--- src/rtl/mul_div_pkg.sv ---
// -----------------------------------------------------------------------------
// mul_div_pkg
// Shared definitions for the multi-channel multiply-then-divide stage:
//   - default channel count and sample/multiplier widths
//   - helpers deriving the numerator width (NW) and pipeline latency (L)
//   - rounding-mode encoding carried with each input beat
// -----------------------------------------------------------------------------
package mul_div_pkg;

  localparam int CH_DEF = 3;
  localparam int DW_DEF = 8;
  localparam int MW_DEF = 8;

  typedef enum logic {
    ROUND_TRUNC   = 1'b0,
    ROUND_HALF_UP = 1'b1
  } round_mode_e;

  // pix*mul + (div>>1) always fits in DW+MW bits.
  function automatic int calc_nw(input int dw, input int mw);
    return dw + mw;
  endfunction

  // Stage M + NW divider stages + stage C.
  function automatic int calc_lat(input int dw, input int mw);
    return calc_nw(dw, mw) + 2;
  endfunction

endpackage

--- src/rtl/mul_div_ch_div_pipe.sv ---
// -----------------------------------------------------------------------------
// div_pipe
// One channel's NW-stage pipelined restoring divider, one quotient bit per
// stage, MSB first. The remainder is discarded. A sideband (bypass flag,
// zero-divisor flag, original sample) travels alongside so it lines up with
// the quotient at the output.
//
// Ports:
//   clk        clock
//   en         pipeline enable; all stages hold when low
//   num        NW-bit numerator
//   den        MW-bit divisor
//   bypass     sideband: channel bypass flag
//   zero       sideband: divisor was zero
//   pix        sideband: original sample
//   quo        NW-bit quotient, NW cycles after num/den
//   out_*      sideband delayed by NW cycles
// -----------------------------------------------------------------------------
module div_pipe
  import mul_div_pkg::*;
#(
  parameter int DW = DW_DEF,
  parameter int MW = MW_DEF,
  parameter int NW = calc_nw(DW, MW)
) (
  input  logic          clk,
  input  logic          en,
  input  logic [NW-1:0] num,
  input  logic [MW-1:0] den,
  input  logic          bypass,
  input  logic          zero,
  input  logic [DW-1:0] pix,
  output logic [NW-1:0] quo,
  output logic          out_bypass,
  output logic          out_zero,
  output logic [DW-1:0] out_pix
);

  // s_* : inputs of stage i (stage 0 fed from ports, stage i from register i-1)
  // r_* : registered outputs of stage i
  logic [MW-1:0] s_rem [NW];
  logic [NW-1:0] s_num [NW];
  logic [NW-1:0] s_quo [NW];
  logic [MW-1:0] s_den [NW];
  logic          s_byp [NW];
  logic          s_zero[NW];
  logic [DW-1:0] s_pix [NW];

  logic [MW-1:0] r_rem [NW];
  logic [NW-1:0] r_num [NW];
  logic [NW-1:0] r_quo [NW];
  logic [MW-1:0] r_den [NW];
  logic          r_byp [NW];
  logic          r_zero[NW];
  logic [DW-1:0] r_pix [NW];

  logic [MW:0]   trial [NW];
  logic [MW:0]   diff  [NW];
  logic          take  [NW];
  logic [MW-1:0] nx_rem[NW];
  logic [NW-1:0] nx_num[NW];
  logic [NW-1:0] nx_quo[NW];

  // NOTE: every always_comb output is assigned unconditionally on every pass,
  // so no latch can be inferred.
  always_comb begin
    s_rem[0]  = '0;
    s_num[0]  = num;
    s_quo[0]  = '0;
    s_den[0]  = den;
    s_byp[0]  = bypass;
    s_zero[0] = zero;
    s_pix[0]  = pix;
    for (int i = 1; i < NW; i++) begin
      s_rem[i]  = r_rem[i-1];
      s_num[i]  = r_num[i-1];
      s_quo[i]  = r_quo[i-1];
      s_den[i]  = r_den[i-1];
      s_byp[i]  = r_byp[i-1];
      s_zero[i] = r_zero[i-1];
      s_pix[i]  = r_pix[i-1];
    end
  end

  // Shift the next numerator bit into the partial remainder; subtract the
  // divisor when it fits. Remainder stays < den, so MW bits suffice and the
  // trial value needs one extra bit. With den = 0 the result is garbage, but
  // the zero flag overrides it downstream.
  always_comb begin
    for (int i = 0; i < NW; i++) begin
      trial[i]  = {s_rem[i], s_num[i][NW-1]};
      diff[i]   = trial[i] - {1'b0, s_den[i]};
      take[i]   = (trial[i] >= {1'b0, s_den[i]});
      nx_rem[i] = take[i] ? diff[i][MW-1:0] : trial[i][MW-1:0];
      nx_num[i] = {s_num[i][NW-2:0], 1'b0};
      nx_quo[i] = {s_quo[i][NW-2:0], take[i]};
    end
  end

  // NOTE: datapath registers carry no reset; only the valid chain in the top
  // level needs a defined reset state, and stale data behind valid = 0 is
  // never observed.
  always_ff @(posedge clk) begin
    if (en) begin
      for (int i = 0; i < NW; i++) begin
        r_rem[i]  <= nx_rem[i];
        r_num[i]  <= nx_num[i];
        r_quo[i]  <= nx_quo[i];
        r_den[i]  <= s_den[i];
        r_byp[i]  <= s_byp[i];
        r_zero[i] <= s_zero[i];
        r_pix[i]  <= s_pix[i];
      end
    end
  end

  assign quo        = r_quo[NW-1];
  assign out_bypass = r_byp[NW-1];
  assign out_zero   = r_zero[NW-1];
  assign out_pix    = r_pix[NW-1];

endmodule

--- src/rtl/mul_div_ch.sv ---
// -----------------------------------------------------------------------------
// mul_div_ch
// Multi-channel round(pix*mul/div) with saturation and per-channel bypass,
// behind a stallable valid/ready pipeline of latency NW+2.
//
// Ports:
//   clk, rst              clock; synchronous active-high reset
//   in_valid / in_ready   input handshake (in_ready = global enable)
//   in_data               CH samples, channel k at [k*DW +: DW]
//   in_mul, in_div        per-channel multiplier / divisor, MW bits each
//   in_bypass             per-channel bypass (1 = pass sample unchanged)
//   in_round              0 = truncate, 1 = round half up
//   out_valid / out_ready output handshake
//   out_data              CH results, same packing as in_data
// -----------------------------------------------------------------------------
module mul_div_ch
  import mul_div_pkg::*;
#(
  parameter int CH = CH_DEF,
  parameter int DW = DW_DEF,
  parameter int MW = MW_DEF
) (
  input  logic             clk,
  input  logic             rst,
  input  logic             in_valid,
  output logic             in_ready,
  input  logic [CH*DW-1:0] in_data,
  input  logic [CH*MW-1:0] in_mul,
  input  logic [CH*MW-1:0] in_div,
  input  logic [CH-1:0]    in_bypass,
  input  logic             in_round,
  output logic             out_valid,
  input  logic             out_ready,
  output logic [CH*DW-1:0] out_data
);

  localparam int NW = calc_nw(DW, MW);

  // Whole pipeline advances together; a held output freezes every stage.
  logic en;
  logic accept;

  assign en       = !out_valid || out_ready;
  assign in_ready = en;
  assign accept   = in_valid && in_ready;

  // ---------------- Stage M: multiply and optional half-divisor bias -------
  logic [NW-1:0] mc_num [CH];

  always_comb begin
    for (int k = 0; k < CH; k++) begin
      mc_num[k] = NW'(in_data[k*DW +: DW]) * NW'(in_mul[k*MW +: MW]);
      if (round_mode_e'(in_round) == ROUND_HALF_UP && in_div[k*MW +: MW] != '0)
        mc_num[k] = mc_num[k] + NW'(in_div[k*MW +: MW] >> 1);
    end
  end

  logic          m_valid;
  logic [NW-1:0] m_num  [CH];
  logic [MW-1:0] m_den  [CH];
  logic          m_byp  [CH];
  logic          m_zero [CH];
  logic [DW-1:0] m_pix  [CH];

  // NOTE: state registers use non-blocking assignments so every stage samples
  // its predecessor's pre-edge value.
  always_ff @(posedge clk) begin
    if (rst)
      m_valid <= 1'b0;
    else if (en)
      m_valid <= accept;
  end

  always_ff @(posedge clk) begin
    if (en) begin
      for (int k = 0; k < CH; k++) begin
        m_num[k]  <= mc_num[k];
        m_den[k]  <= in_div[k*MW +: MW];
        m_byp[k]  <= in_bypass[k];
        m_zero[k] <= (in_div[k*MW +: MW] == '0);
        m_pix[k]  <= in_data[k*DW +: DW];
      end
    end
  end

  // ---------------- Stage D: per-channel divider pipelines -----------------
  logic [NW-1:0] d_valid;
  logic [NW-1:0] d_quo  [CH];
  logic          d_byp  [CH];
  logic          d_zero [CH];
  logic [DW-1:0] d_pix  [CH];

  always_ff @(posedge clk) begin
    if (rst)
      d_valid <= '0;
    else if (en)
      d_valid <= {d_valid[NW-2:0], m_valid};
  end

  for (genvar k = 0; k < CH; k++) begin : g_ch
    div_pipe #(
      .DW (DW),
      .MW (MW),
      .NW (NW)
    ) u_div (
      .clk        (clk),
      .en         (en),
      .num        (m_num[k]),
      .den        (m_den[k]),
      .bypass     (m_byp[k]),
      .zero       (m_zero[k]),
      .pix        (m_pix[k]),
      .quo        (d_quo[k]),
      .out_bypass (d_byp[k]),
      .out_zero   (d_zero[k]),
      .out_pix    (d_pix[k])
    );
  end

  // ---------------- Stage C: bypass, zero-divisor and clip -----------------
  logic [CH*DW-1:0] c_data;

  always_comb begin
    c_data = '0;
    for (int k = 0; k < CH; k++) begin
      if (d_byp[k])
        c_data[k*DW +: DW] = d_pix[k];
      else if (d_zero[k] || (|d_quo[k][NW-1:DW]))
        c_data[k*DW +: DW] = '1;
      else
        c_data[k*DW +: DW] = d_quo[k][DW-1:0];
    end
  end

  always_ff @(posedge clk) begin
    if (rst) begin
      out_valid <= 1'b0;
      out_data  <= '0;
    end else if (en) begin
      out_valid <= d_valid[NW-1];
      out_data  <= c_data;
    end
  end

endmodule

--- config.mk ---
export PLATFORM = sky130hd
export DESIGN_NAME = mul_div_ch
export DESIGN_NICKNAME = d
export VERILOG_FILES = /design/src/rtl/mul_div_pkg.sv /design/src/rtl/mul_div_ch_div_pipe.sv /design/src/rtl/mul_div_ch.sv
export SDC_FILE = /design/constraint.sdc
export NUM_CORES = 2
export LEC_CHECK = 0
export CELL_PAD_IN_SITES_DETAIL_PLACEMENT = 1
export CELL_PAD_IN_SITES_GLOBAL_PLACEMENT = 1
export CORE_ASPECT_RATIO = 1.5
export CORE_MARGIN = 2
export CORE_UTILIZATION = 50
export DETAILED_ROUTE_END_ITERATION = 8
export PLACE_DENSITY = 0.75
export REMOVE_ABC_BUFFERS = 1
export SYNTH_ARGS = -nofsm -noshare
export SYNTH_HDL_FRONTEND = slang
export SYNTH_SLANG_ARGS = --single-unit
--- constraint.sdc ---
create_clock -name clk -period 114.7 [get_ports clk]
set_input_delay 17.205 -clock clk [delete_from_list [all_inputs] [get_ports clk]]
set_output_delay 17.205 -clock clk [all_outputs]
set_load 0.01 [all_outputs]
**Where the registers sit**

Bar = 100 microns.
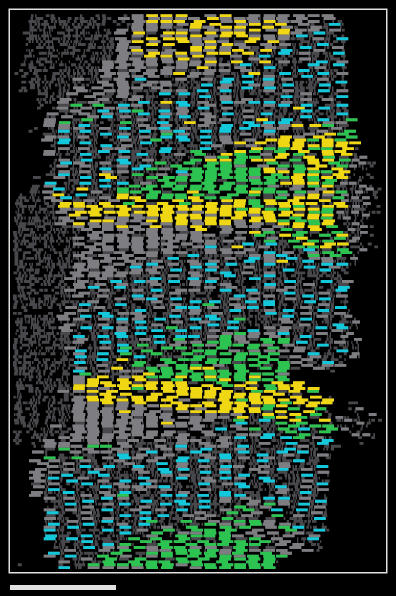
legend:
  cyan:
    signal: `g_ch.u_div.r_rem`
    sequential_cells: 360
    where: all over the die
  green:
    signal: `g_ch.u_div.r_quo`
    sequential_cells: 408
  yellow:
    signal: `g_ch.u_div.r_pix`
    sequential_cells: 384
not colored: 960

**Metal layers overlaid**

Bar = 100 microns. Only two layers are drawn.
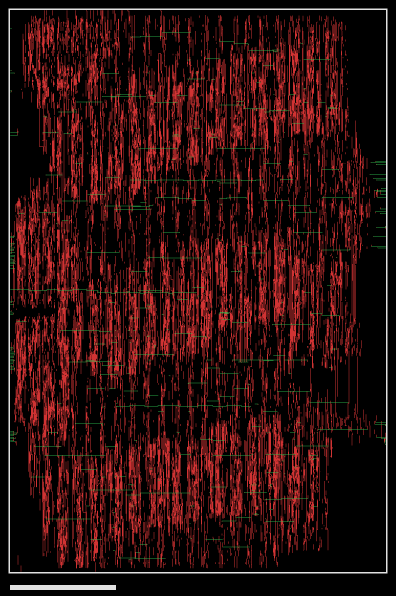
legend:
  red:
    layer: M2
    wire_length: 91.2 mm
  green:
    layer: M3
    wire_length: 3,770 microns
routed wire length per instance: 18.3 microns
GRT Util Overall: 0.170

==> Changelog: implementation <==
### Metrics

- GR peak layer: met2
- CP Data Required Time: 97.49 ns
- Worst-path maximum fanout: 70
- Final TNS setup: 0 ns
- Initial antenna violation count: 1
- Met2 track demand over resource in global routing: 0.345
- Static power due to leakage: 0.0422 uW
- Area figure in the yosys stat output: 91,800 sq um
- Critical path startpoint category: input port
- MUX area fraction: 0.0359
- Dominant delay contributor by cell family on the critical path: buffers and inverters
- Fraction of the yosys area taken by sequential cells: 0.686
- Layout net count: 6,841
- Launch point of the worst reg-to-reg path: out_valid$_SDFFE_PP0N_
- Relative max-transition margin: 0.228
- Clock root buffer: sky130_fd_sc_hd__clkbuf_16
- Critical-path cell list: clkdlybuf4s50_1 > nor2b_4 > buf_4 > inv_8 > clkdlybuf4s50_1
- Pins over their slew limit: 0
- Global-route met1 utilization: 0.172
- Hold endpoint: g_ch[1].u_div.r_quo[0][114]$_DFFE_PN_
- Worst-case reg-to-reg path depth: 9
- #FFs+latches synth: 2,112
- Outcome: finished, final reports clean
- Layout cell share with drive strength beyond 1: 0.114
- Die outline height: 529 microns
- Slew at the pin closest to its max-slew limit: 1.16 ns
- Remaining Overflow, GRT: 0
- # setup viols final: 0
- Final setup margin: 78.29 ns
- Clock Skews: 0.0522 ns
- Clk_lat worst skew: 0.82 ns
- Type of the worst min-delay path: reg2reg
- Leading post-synthesis cells by cell area: sky130_fd_sc_hd__edfxtp_1 (68%), sky130_fd_sc_hd__ha_1 (6.7%), sky130_fd_sc_hd__fa_1 (3.3%)
- Dominant register cell in the synthesized netlist: sky130_fd_sc_hd__edfxtp_1
- Total standard cell area after synthesis: 91,800 sq um
- Pin count of the biggest net entering global routing: 177
- Cell type with the largest total area: sky130_fd_sc_hd__edfxtp_1
- Yosys warning count: 0
- TritonCTS clock tree: yes
- Tcrit/Tclk final: 0.317
- Master of the slowest instance on the critical path: sky130_fd_sc_hd__clkdlybuf4s50_1
- Tally of OpenROAD warnings: 28
**Placement density heat map**

The die is cut into 18 by 26 equal tiles; black is low, pale yellow is high, 0 to 100% covered.
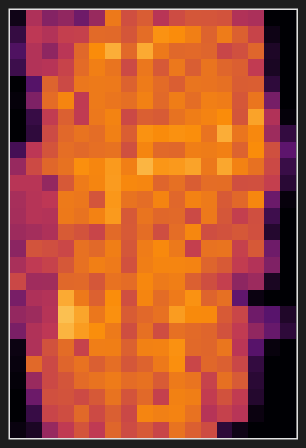
nearly empty tiles: 7.5%
tiles over 75% full: 6.8%
fullest tile: 86%
emptiest ninth of the die: south-east
mean over tiles: 53%
core area: 183,000 sq um
final design utilization: 0.560
Core Util at FP: 0.503

**Placed cells, one color a class**

Bar = 100 microns. Fill, decap, tap and diode cells in gray.
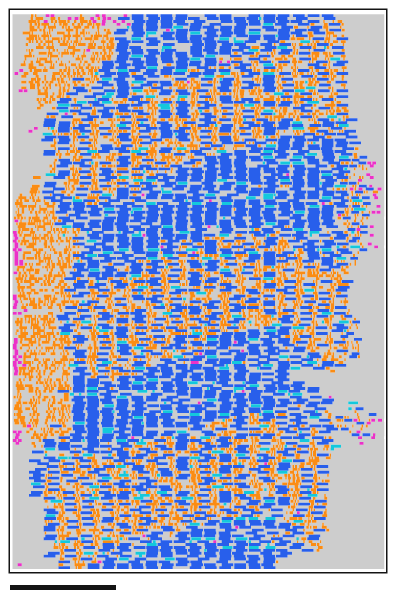
legend:
  orange:
    class: remaining logic cells
    cells: 3,673
    share_of_their_area: 29%
  magenta:
    class: remaining buffers and delay cells
    cells: 132
    share_of_their_area: 1.3%
  blue:
    class: registers
    cells: 2,112
    share_of_their_area: 63%
  cyan:
    class: clock drivers and dummy loads
    cells: 342
    share_of_their_area: 6.3%

-- through the flow --
| stage | cells | power (uW) | hold WS, ns | utilization |
|---|---|---|---|---|
| finish | 8685 | 2470 | 0.376 | 0.560 |
| floorplan | 5785 | 1660 | 0.400 | - |
| detailed placement | 8342 | 1850 | 0.405 | 0.526 |
| global route | 8685 | 2600 | 0.385 | 0.560 |
| CTS | 8684 | 2500 | 0.377 | 0.560 |
| global placement | 8342 | 1790 | 0.400 | 0.526 |
-- state kept, by name, indices dropped and copies added, names as in the netlist --
signal and flops:
g_ch.u_div.r_quo 408, g_ch.u_div.r_pix 384, g_ch.u_div.r_den 360, g_ch.u_div.r_num 360, g_ch.u_div.r_rem 360, g_ch.u_div.r_byp 48
g_ch.u_div.r_zero 48, m_num 48, m_den 24, m_pix 24, out_data 24, d_valid 16
m_byp 3, m_zero 3, m_valid 1, out_valid 1
-- cell type report --
type | instances | area, sq um
multi-input combinational | 2970 | 26100
clock buffer | 217 | 5030
fill | 17100 | 80300
clock inverter | 125 | 1230
timing repair buffer | 132 | 1260
antenna | 1 | 2.50
sequential | 2112 | 63000
tap | 2425 | 3030
inverter | 703 | 2650
-- worst max-delay path by stage --
stage / start / end / slack, ns / cells past startpoint
6_report: out_ready / in_ready / 78.29 / 5
5_1_grt: out_ready / in_ready / 78.18 / 5
4_1_cts: out_ready / in_ready / 78.26 / 5
3_5_place_dp: out_ready / in_ready / 78.26 / 5
3_3_place_gp: out_ready / in_ready / 78.27 / 5
2_1_floorplan: out_ready / in_ready / 38.34 / 2
-- report_power, final --
part | total, uW | leakage, uW | switching [uW] | internal, uW
logic | 696 | 0.0162 | 376 | 320
clock network | 632 | 0.00303 | 269 | 363
registers | 1140 | 0.0230 | 66.3 | 1070
total | 2470 | 0.0422 | 711 | 1750
No activity file was given, so power comes from the tool's default toggle rates.
